<file path="config.mk">
export PLATFORM = sky130hd
export DESIGN_NAME = spi_slave_only_rx_single_cs
export DESIGN_NICKNAME = d
export VERILOG_FILES = /design/src/rtl/spi_slave_only_rx_single_cs.sv
export SDC_FILE = /design/constraint.sdc
export NUM_CORES = 1
export LEC_CHECK = 0
export CAP_MARGIN = 20
export CORE_ASPECT_RATIO = 0.8
export CORE_MARGIN = 2
export CORE_UTILIZATION = 50
export CTS_BUF_LIST = sky130_fd_sc_hd__clkbuf_8
export DETAILED_ROUTE_END_ITERATION = 8
export MAX_ROUTING_LAYER = met4
export PLACE_DENSITY = 0.86
export SYNTH_ARGS = -nofsm -noshare
export SYNTH_HDL_FRONTEND = slang
export SYNTH_SLANG_ARGS = --single-unit
</file>
<file path="constraint.sdc">
create_clock -name clk_i -period 4.05 [get_ports clk_i]
set_input_delay 0.6075 -clock clk_i [delete_from_list [all_inputs] [get_ports clk_i]]
set_output_delay 0.6075 -clock clk_i [all_outputs]
set_load 0.05 [all_outputs]
</file>
<file path="src/rtl/spi_slave_only_rx_single_cs.sv">
// Receive-only SPI slave (mode 0, MSB first, CS active-low) that oversamples the
// SPI pins in the clk_i domain and presents each completed word with a one-cycle strobe.
//
// state      | meaning
// ST_IDLE    | CS (synchronized) high; clock edges ignored
// ST_RECEIVE | CS low; shifting MOSI on each synchronized SPI clock rise
module spi_slave_only_rx_single_cs #(
  parameter int DATA_WIDTH  = 8,
  parameter int SYNC_STAGES = 2
) (
  input  logic                  clk_i,
  input  logic                  rst_i,
  input  logic                  spi_clk_i,
  input  logic                  spi_mosi_i,
  input  logic                  spi_cs_i,
  output logic [DATA_WIDTH-1:0] data_o,
  output logic                  data_valid_strobe_o,
  output logic                  frame_error_strobe_o,
  output logic                  busy_o
);

  localparam int CW = (DATA_WIDTH > 1) ? $clog2(DATA_WIDTH) : 1;

  typedef enum logic {ST_IDLE, ST_RECEIVE} state_t;

  logic [SYNC_STAGES-1:0] sclk_sync_q, sclk_sync_d;
  logic [SYNC_STAGES-1:0] mosi_sync_q, mosi_sync_d;
  logic [SYNC_STAGES-1:0] cs_sync_q, cs_sync_d;
  logic                   sclk_q, sclk_d;
  state_t                 state_q, state_d;
  logic [CW-1:0]          cnt_q, cnt_d;
  logic [DATA_WIDTH-1:0]  shift_q, shift_d;
  logic [DATA_WIDTH-1:0]  data_q, data_d;
  logic                   pend_q, pend_d;
  logic                   valid_q, valid_d;
  logic                   err_q, err_d;
  logic                   busy_q, busy_d;

  logic sclk_s, mosi_s, cs_s, rise;

  assign sclk_s = sclk_sync_q[SYNC_STAGES-1];
  assign mosi_s = mosi_sync_q[SYNC_STAGES-1];
  assign cs_s   = cs_sync_q[SYNC_STAGES-1];
  assign rise   = sclk_s & ~sclk_q;

  always_comb begin
    sclk_sync_d = {sclk_sync_q[SYNC_STAGES-2:0], spi_clk_i};
    mosi_sync_d = {mosi_sync_q[SYNC_STAGES-2:0], spi_mosi_i};
    cs_sync_d   = {cs_sync_q[SYNC_STAGES-2:0], spi_cs_i};
    sclk_d      = sclk_s;
    state_d     = state_q;
    cnt_d       = cnt_q;
    shift_d     = shift_q;
    data_d      = data_q;
    pend_d      = 1'b0;
    valid_d     = 1'b0;
    err_d       = 1'b0;

    // A word completed last cycle is published even if CS has since gone high;
    // shift_q is only cleared on the next IDLE->RECEIVE entry, after this read.
    if (pend_q) begin
      data_d  = shift_q;
      valid_d = 1'b1;
    end

    case (state_q)
      ST_IDLE: begin
        if (!cs_s) begin
          state_d = ST_RECEIVE;
          cnt_d   = '0;
          shift_d = '0;
        end
      end
      ST_RECEIVE: begin
        if (rise) begin
          shift_d = {shift_q[DATA_WIDTH-2:0], mosi_s};
          if (cnt_q == CW'(DATA_WIDTH - 1)) begin
            cnt_d  = '0;
            pend_d = 1'b1;
          end else begin
            cnt_d = cnt_q + 1'b1;
          end
        end
        if (cs_s) begin
          state_d = ST_IDLE;
          err_d   = (cnt_d != '0);
          cnt_d   = '0;
        end
      end
      default: state_d = ST_IDLE;
    endcase

    busy_d = (state_d == ST_RECEIVE);
  end

  always_ff @(posedge clk_i) begin
    if (rst_i) begin
      sclk_sync_q <= '0;
      mosi_sync_q <= '0;
      cs_sync_q   <= '1;
      sclk_q      <= 1'b0;
      state_q     <= ST_IDLE;
      cnt_q       <= '0;
      shift_q     <= '0;
      data_q      <= '0;
      pend_q      <= 1'b0;
      valid_q     <= 1'b0;
      err_q       <= 1'b0;
      busy_q      <= 1'b0;
    end else begin
      sclk_sync_q <= sclk_sync_d;
      mosi_sync_q <= mosi_sync_d;
      cs_sync_q   <= cs_sync_d;
      sclk_q      <= sclk_d;
      state_q     <= state_d;
      cnt_q       <= cnt_d;
      shift_q     <= shift_d;
      data_q      <= data_d;
      pend_q      <= pend_d;
      valid_q     <= valid_d;
      err_q       <= err_d;
      busy_q      <= busy_d;
    end
  end

  assign data_o               = data_q;
  assign data_valid_strobe_o  = valid_q;
  assign frame_error_strobe_o = err_q;
  assign busy_o               = busy_q;

endmodule

</file>
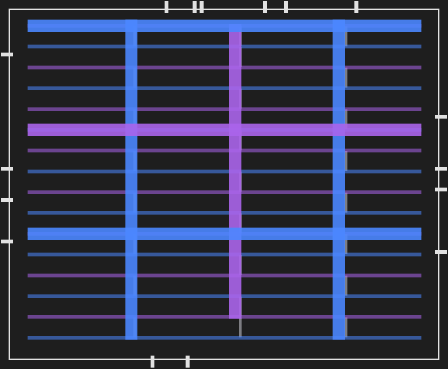
Run 1: floorplan with the power grid
Pins as bars on the die edge. Tap cells in gray.
Key: VSS = blue; VDD = purple
25 tap cells. 16 met1 rails follow the rows. 3 straps on met5. 16 signal pins sit on the boundary.
Chip Height: 45.6 µm
die width: 56.0 µm

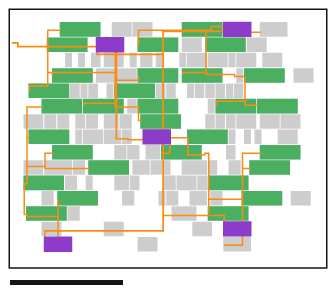
Run 1: clock wires, drivers and flops
Scale bar: 20 µm.
Key: clock-net drivers = purple [count 5]; clock wires = orange [length 361 µm]; flip-flops = green [count 30]
There are 6 routed clock nets.
clock network power: 274 µW
Clock Skew: 2.60 ps
clock power share: 46.4%

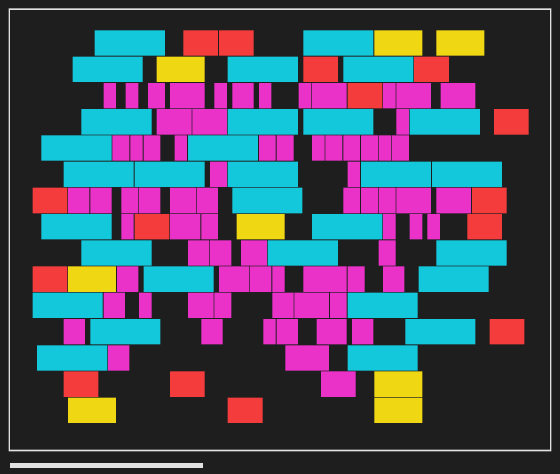
Run 1: placement by cell class
Scale bar: 20 µm.
Key: registers = cyan [cells 30, share of their area 46%]; clock drivers and dummy loads = yellow [cells 8, share of their area 8.4%]; remaining buffers and delay cells = red [cells 15, share of their area 11%]; remaining logic cells = magenta [cells 73, share of their area 34%]
Final Core Density: 63.7%
post-route cell area: 1340 µm²
Seq area share: 44.9%

==> run 1: Yosys cell counts (2+ instances only) <==
cell type / number
dfxtp_1: 30
nor2_1: 10
a21oi_1: 9
nand2_1: 9
mux2i_1: 8
nand3_1: 8
nor2b_1: 7
buf_2: 5
nand2b_1: 4
or2_2: 3
ha_1: 2
nor4_1: 2
o21ai_0: 2
or4b_1: 2
==> run 1: flip-flops by register name, indices dropped and copies added, names as in the netlist <==
| name | count |
|---|---|
| data_o | 8 |
| busy_o | 1 |
| shift_q | 8 |
| frame_error_strobe_o | 1 |
| data_valid_strobe_o | 1 |
| pend_q | 1 |
| sclk_sync_q | 2 |
| cnt_q | 3 |
| cs_sync_q | 2 |
| mosi_sync_q | 2 |
| sclk_q | 1 |
==> run 1: layout by cell type (no fill, tap or decap) <==
cell / netlist / routed
ha_1: 2 / 2
nor4_1: 2 / 2
nand3_1: 8 / 8
clkbuf_8: 0 / 8
mux2i_1: 8 / 8
o21ai_0: 2 / 2
nor4b_1: 1 / 1
nand2_1: 9 / 9
clkdlybuf4s50_1: 0 / 15
nand2b_1: 4 / 4
a21oi_1: 9 / 9
nor3b_1: 1 / 1
dfxtp_1: 30 / 30
o32ai_1: 1 / 1
and2b_1: 1 / 1
nand3b_1: 1 / 1
nor2_1: 10 / 10
or3_1: 1 / 1
or2_2: 3 / 3
and3b_1: 1 / 1
nor2b_1: 7 / 7
or4b_1: 2 / 2
==> run 1: area by class of cell <==
type	instances	area [µm²]
Sequential cell	30	601
Timing Repair Buffer	15	150
Fill cell	172	763
Tap cell	25	31.3
Clock buffer	8	110
Multi-Input combinational cell	73	447
==> run 1: report_power, final <==
group	total, µW	switching, µW	internal, µW
registers	301	1.98	299
logic	16.2	8.46	7.71
clock network	274	103	171
total	591	113	477
==> flow_metrics.env, run 1 <==
# implementation run metrics
export IMPL_syn_avg_cell_area_um2=9.83
export IMPL_drc_errors=0
export IMPL_wl_met2_um=781
export IMPL_dp_slack_ps=1630
export IMPL_post_cts_buffers=0
export IMPL_muxShareOfSynthArea_pct=7.41
export IMPL_finalHoldViolCount=0
export IMPL_ys_sh_xor_pct=0
export IMPL_synthAdderAreaFrac_pct=2.31
export IMPL_grt_start_max_net_pins=34
export IMPL_p_leak_uw=0.000466
export IMPL_dpl_cell_area_um2=1230
export IMPL_initial_utilization_pct=51.4
export IMPL_cp_num_buf_inv=1
export IMPL_drive_above_1_share_pct=8.73
export IMPL_numSynthFlops=30
export IMPL_clockBufferDepth=2
export IMPL_worst_ep_arrival_time_ps=1520
export IMPL_drt_iter0_markers=12
export IMPL_grt_pass1_wl_mm=2.97
export IMPL_top_usage_layer="met2"
export IMPL_fin_crit_ps=2130
export IMPL_cp_data_required_time_ps=3440
export IMPL_num_rows=15
export IMPL_grt_pass1_vias=694
export IMPL_drv_cap=0
export IMPL_r2r_end="cnt_q[2]$_SDFFE_PP0P_"
export IMPL_use_met3_pct=9.66
export IMPL_warnings=26
export IMPL_wl_met3_um=97
export IMPL_dp_cells=143
export IMPL_die_area_um2=2550
export IMPL_edf_count=0
export IMPL_period_used_pct=52.5
export IMPL_worst_pin_slew_ps=981
export IMPL_hold_class="reg -> reg"
export IMPL_cpPeakStageDelay_ps=830
export IMPL_finalWorstSetupSlack_ps=1920
export IMPL_final_cells=151
export IMPL_power_total_uw=591
export IMPL_cts_resized=0
export IMPL_critical_path_class="reg -> out"
export IMPL_clk_pin_slew_ps=60
export IMPL_rsz0062_at_grt="no"
export IMPL_status="complete, no violations"
export IMPL_async_flop_share_pct=0
export IMPL_path_cells="clkdlybuf4s50_1"
export IMPL_drt_pass1_iterations=4
export IMPL_clock_root_buffer="clkbuf_8"
export IMPL_overflow=0
export IMPL_grt_use_met1_pct=18.7
export IMPL_layout_nets=132
export IMPL_synthCells=110
export IMPL_cp_endpoint="busy_o"
export IMPL_core_um2=2100
export IMPL_antenna_found_initial=0
export IMPL_ys_sh_aoi_pct=5.90
export IMPL_worstReg2RegStart="busy_o$_SDFF_PP0_"
export IMPL_min_to="cs_sync_q[1]$_SDFF_PP1_"
export IMPL_synth_cell_types=23
export IMPL_max_slew_margin_pct=34.4
export IMPL_yosys_dominant_comb_family="simple AND/OR/NAND/NOR gates"
export IMPL_ys_flop_type="dfxtp_1"
export IMPL_reg2regPathDepth=3
export IMPL_ir_drop_mv=0.315
export IMPL_largest_area_cell="dfxtp_1"
export IMPL_met1Wirelength_um=840
export IMPL_hpwl_mm=1.16
export IMPL_min_from="cs_sync_q[0]$_SDFF_PP1_"
--- run 2 (diff from run 1) ---
==> constraint.sdc (replaced) <==
create_clock -name clk_i -period 2 [get_ports clk_i]
set_input_delay 0.3 -clock clk_i [delete_from_list [all_inputs] [get_ports clk_i]]
set_output_delay 0.3 -clock clk_i [all_outputs]
set_load 0.05 [all_outputs]
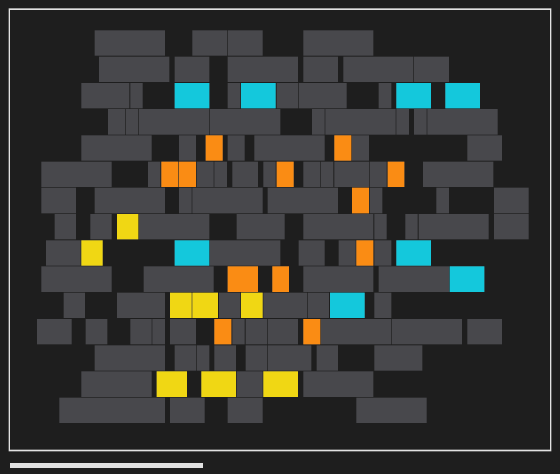
Run 2: selected gate families
Scale bar: 20 µm.
Key: mux cells = cyan [cells 8, most used mux2i_1]; and/or cells = yellow [cells 8, most used or2_2]; aoi and oai cells = orange [cells 12, most used a21oi_1]
Commonest Layout Cell: dfxtp_1
multi-input combinational area share: 33.0%
non-filler cells in the finished layout: 153

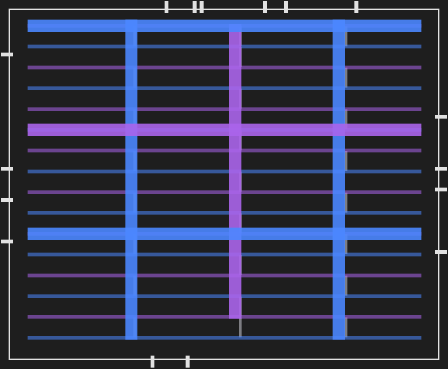
Run 2: floorplan with the power grid
Pins as bars on the die edge. Tap cells in gray.
Key: VDD = purple; VSS = blue
16 signal pins sit on the boundary. 25 tap cells. 3 straps on met5. 3 straps on met4. 16 met1 rails follow the rows.
peak supply drop: 0.780 mV
core area: 2100 µm²

==> flow_metrics.env, run 2 <==
# implementation run metrics
export IMPL_wl_per_cell_um=12.5
export IMPL_initial_utilization_pct=51.4
export IMPL_min_to="cs_sync_q[1]$_SDFF_PP1_"
export IMPL_numSynthFlops=30
export IMPL_drv_cap=0
export IMPL_post_cts_buffers=0
export IMPL_clkPwrFrac_pct=47.5
export IMPL_synthCells=110
export IMPL_whs_ps=419
export IMPL_max_slew_margin_pct=66.0
export IMPL_period_used_pct=90.3
export IMPL_p_int_uw=988
export IMPL_rsz0062_at_grt="no"
export IMPL_worstHoldPathCells=1
export IMPL_drt_pass1_iterations=4
export IMPL_die_area_um2=2550
export IMPL_fin_crit_ps=1810
export IMPL_worst_pin_slew_ps=510
export IMPL_cp_endpoint="busy_o"
export IMPL_cp_num_buf_inv=1
export IMPL_clock_root_buffer="clkbuf_8"
export IMPL_ys_top_cells_by_count="dfxtp_1 (30), nor2_1 (10), a21oi_1 (9), nand2_1 (9)"
export IMPL_antenna_cells=0
export IMPL_worst_ep_arrival_time_ps=1510
export IMPL_min_from="cs_sync_q[0]$_SDFF_PP1_"
export IMPL_worstReg2RegStart="busy_o$_SDFF_PP0_"
export IMPL_p_leak_uw=0.000476
export IMPL_warnings=26
export IMPL_drive_above_1_share_pct=10.2
export IMPL_clk_pin_slew_ps=60
export IMPL_cp_data_required_time_ps=1700
export IMPL_fp_dieW_um=56.0
export IMPL_clock_skew_ps=7.72
export IMPL_dpl_cell_area_um2=1240
export IMPL_hpwl_mm=1.30
export IMPL_clockBufferDepth=2
export IMPL_synth_cell_types=23
export IMPL_grt_start_max_net_pins=20
export IMPL_cts_resized=0
export IMPL_seq_power_share_pct=49.6
export IMPL_design_area_um2=1350
export IMPL_status="complete, no violations"
export IMPL_drt_iter0_markers=25
export IMPL_antenna_found_initial=0
export IMPL_grt_pass1_vias=719
export IMPL_hold_class="reg -> reg"
export IMPL_critical_path_startpoint="busy_o$_SDFF_PP0_"
export IMPL_largest_area_cell="dfxtp_1"
export IMPL_r2r_end="cnt_q[2]$_SDFFE_PP0P_"
export IMPL_synth_top_cell_by_count="dfxtp_1"
export IMPL_num_rows=15
export IMPL_edf_count=0
export IMPL_switchingPower_uw=239
export IMPL_async_flop_share_pct=0
export IMPL_ys_flop_type="dfxtp_1"
export IMPL_finalHoldViolCount=0
export IMPL_reg2regPathDepth=3
export IMPL_drc_errors=0
export IMPL_layout_nets=134
export IMPL_swShare_pct=19.5
export IMPL_syn_avg_cell_area_um2=9.83
export IMPL_ios=16
export IMPL_critical_path_class="reg -> out"
export IMPL_wl_mm=1.91
export IMPL_die_h_um=45.6
export IMPL_p_comb_share_pct=3.0
export IMPL_cts_hold_buf=0
export IMPL_overflow=0
export IMPL_mostFrequentLayoutCells="dfxtp_1 (30), clkdlybuf4s50_1 (15), nor2_1 (10)"
export IMPL_areaGrowthSynthToFinish_pct=25.1
export IMPL_cpPeakStageDelay_ps=830
export IMPL_grt_pass1_wl_mm=3.13
export IMPL_dp_slack_ps=487
export IMPL_finalWorstSetupSlack_ps=194
export IMPL_path_cells="clkdlybuf4s50_1"
export IMPL_power_total_uw=1230
[run 2: netlist changes by cell type in the layout (fill, tap and decap cells not counted), sizes merged]
cell	before	now
buf	0	2
clkinv	0	2
bufinv	0	1
clkbuf	8	5
[run 2: through the flow]
step / util, % / cells
final: 64.3 / 153
after global routing: 64.3 / 153
after CTS: 64.3 / 153
after detailed placement: 59.2 / 145
after global placement: 59.2 / 145
after floorplan: - / 110
[run 2: kinds of logic (layout without fill, tap and decap cells)]
kind of cell / after synthesis / in the layout / share of synthesized area, %
AOI/OAI and AO/OA: 12 / 12 / 5.90
DFF: 30 / 30 / 55.6
buffers and inverters: 7 / 25 / 3.12
and+or+nand+nor: 51 / 51 / 25.7
muxes: 8 / 8 / 7.41
adders and majority gates: 2 / 2 / 2.31
[run 2: metal layers]
metal  vias up  GRT usage (%)  wire length, µm
met1       388           19.1              807
met3         8           8.81              132
li1        406              -                -
met4         0           12.9               55
met5         -              -                0
met2        30           27.3              916
[run 2: cell type report]
class | instances | area, µm²
Timing Repair Buffer | 17 | 165
Clock inverter | 3 | 40.0
Sequential cell | 30 | 601
Tap cell | 25 | 31.3
Clock buffer | 5 | 68.8
Fill cell | 180 | 749
Multi-Input combinational cell | 73 | 447
[run 2: power groups by stage]
stage	clock [µW]	sequential, µW	combinational, µW
after floorplan	0	622	20.4
after global placement	0	621	35.5
after detailed placement	0	622	36.0
after CTS	595	608	36.2
after global routing	631	609	39.9
final	583	608	36.5
--- run 3 (diff from run 2) ---
--- a/config.mk
+++ b/config.mk
@@ -5,6 +5,7 @@
 export SDC_FILE = /design/constraint.sdc
 export NUM_CORES = 1
 export LEC_CHECK = 0
+export ABC_AREA = 1
 export CAP_MARGIN = 20
 export CORE_ASPECT_RATIO = 0.8
 export CORE_MARGIN = 2
@@ -12,7 +13,7 @@
 export CTS_BUF_LIST = sky130_fd_sc_hd__clkbuf_8
 export DETAILED_ROUTE_END_ITERATION = 8
 export MAX_ROUTING_LAYER = met4
-export PLACE_DENSITY = 0.86
+export PLACE_DENSITY = 0.85
 export SYNTH_ARGS = -nofsm -noshare
 export SYNTH_HDL_FRONTEND = slang
 export SYNTH_SLANG_ARGS = --single-unit
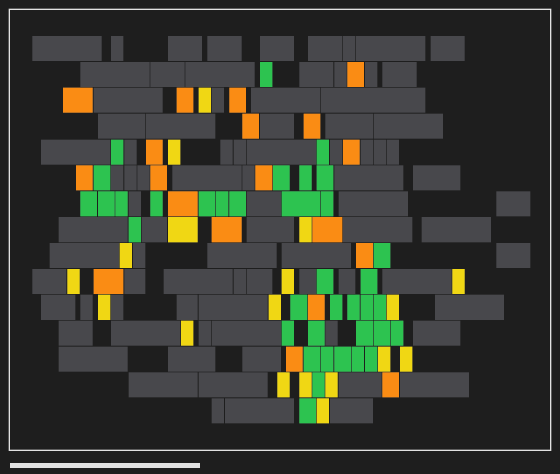
Run 3: selected gate families
Scale bar: 20 µm.
Key: nand cells = green [cells 37, most used nand2_1]; aoi and oai cells = orange [cells 19, most used o21ai_0]; inv cells = yellow [cells 18, most used inv_1]
non-filler cells in the finished layout: 184
multi-input combinational area share: 30.5%

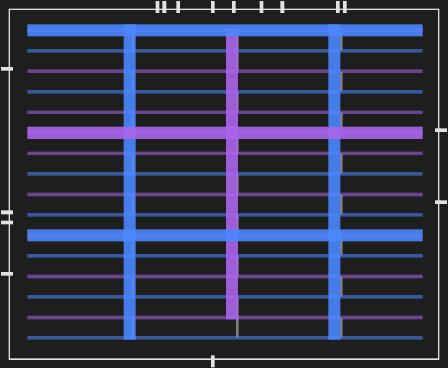
Run 3: floorplan with the power grid
Pins as bars on the die edge. Tap cells in gray.
Key: VDD = purple; VSS = blue
16 met1 rails follow the rows. 25 tap cells. 3 straps on met5. 3 straps on met4.
Chip Height: 46.2 µm
peak supply drop: 0.615 mV

==> flow_metrics.env, run 3 <==
# implementation run metrics
export IMPL_mostFrequentLayoutCells="dfxtp_1 (30), nor2_1 (24), nand2_1 (19)"
export IMPL_ys_sh_xor_pct=0
export IMPL_swShare_pct=18.9
export IMPL_die_area_um2=2620
export IMPL_worst_pin_slew_ps=554
export IMPL_p_leak_uw=0.000609
export IMPL_p_comb_share_pct=3.4
export IMPL_seq_power_share_pct=48.4
export IMPL_wl_per_cell_um=11.6
export IMPL_wl_mm=2.14
export IMPL_fin_crit_ps=1810
export IMPL_synthSimpleGateAreaFrac_pct=26.2
export IMPL_largest_area_cell="dfxtp_1"
export IMPL_dpl_cell_area_um2=1300
export IMPL_switchingPower_uw=238
export IMPL_synthAdderAreaFrac_pct=2.25
export IMPL_cpPeakStageDelay_ps=840
export IMPL_antenna_cells=0
export IMPL_num_rows=15
export IMPL_worst_ep_arrival_time_ps=1510
export IMPL_ys_top_cells_by_count="dfxtp_1 (30), nor2_1 (24), nand2_1 (19)"
export IMPL_clock_skew_ps=5.80
export IMPL_design_area_um2=1410
export IMPL_dp_cells=177
export IMPL_drt_pass1_iterations=4
export IMPL_hold_class="reg -> reg"
export IMPL_status="complete, no violations"
export IMPL_yosys_dominant_comb_family="simple AND/OR/NAND/NOR gates"
export IMPL_lay_top_count="dfxtp_1"
export IMPL_cp_data_required_time_ps=1700
export IMPL_grt_pass1_vias=848
export IMPL_critical_path_class="reg -> out"
export IMPL_grt_pass1_wl_mm=3.54
export IMPL_initial_utilization_pct=52.0
export IMPL_rsz0062_at_grt="no"
export IMPL_grt_start_max_net_pins=17
export IMPL_drv_cap=0
export IMPL_seq_power_uw=609
export IMPL_antenna_found_initial=0
-- run 3: cell types whose count changed in the layout (fill, tap and decap cells not counted), sizes merged, moves of 2 or more --
cell,previous run,this run
nand2b,4,0
nand2,9,20
nand3,8,17
nor2,10,25
nor3,0,2
mux2i,8,0
inv,0,16
nor4,2,0
o21ai,2,8
a21oi,9,11
or4b,2,0
nor2b,7,0
-- run 3: layout make-up --
class | count | share of cell area, %
multi-input cells | 87 | 30.5
inverters | 18 | 5.14
clock inverters | 1 | 2.13
well taps | 25 | 2.21
flip-flops and latches | 30 | 42.5
clock buffers | 6 | 5.85
repair buffers | 17 | 11.7
-- run 3: worst paths after layout --
check | start | end | slack, ps | cells after the start
worst max-delay path | busy_o$_SDFF_PP0_ | busy_o | 190 | 1
worst min-delay path | sclk_sync_q[0]$_SDFF_PP0_ | sclk_sync_q[1]$_SDFF_PP0_ | 400 | 2
worst max register to register | cnt_q[0]$_SDFFE_PP0P_ | frame_error_strobe_o$_SDFF_PP0_ | 720 | 8
worst min register to register | sclk_sync_q[0]$_SDFF_PP0_ | sclk_sync_q[1]$_SDFF_PP0_ | 400 | 2
-- run 3: stage by stage --
stage,utilization (%),power (µW),worst slack [ps]
2_1_floorplan,-,647,649
3_3_place_gp,60.8,663,402
3_5_place_dp,60.8,665,332
4_1_cts,66.0,1260,174
5_1_grt,66.0,1310,131
6_report,66.0,1260,191
-- run 3: routing by layer --
metal	up-vias	global-route usage (%)	share of wire [%]
met5	-	-	0
met4	0	6.98	1.7
met3	5	8.43	5.8
met2	25	32.8	50
met1	430	19.2	42
li1	481	-	-
-- run 3: cell families (layout without fill, tap and decap cells) --
kind of cell	count (synthesis)	count (layout)
simple gates	66	66
flops	30	30
buf+inv	20	42
compound gates	19	19
fa+ha+maj	2	2
Power figures rest on the tool's default switching activity, not on a simulated workload.
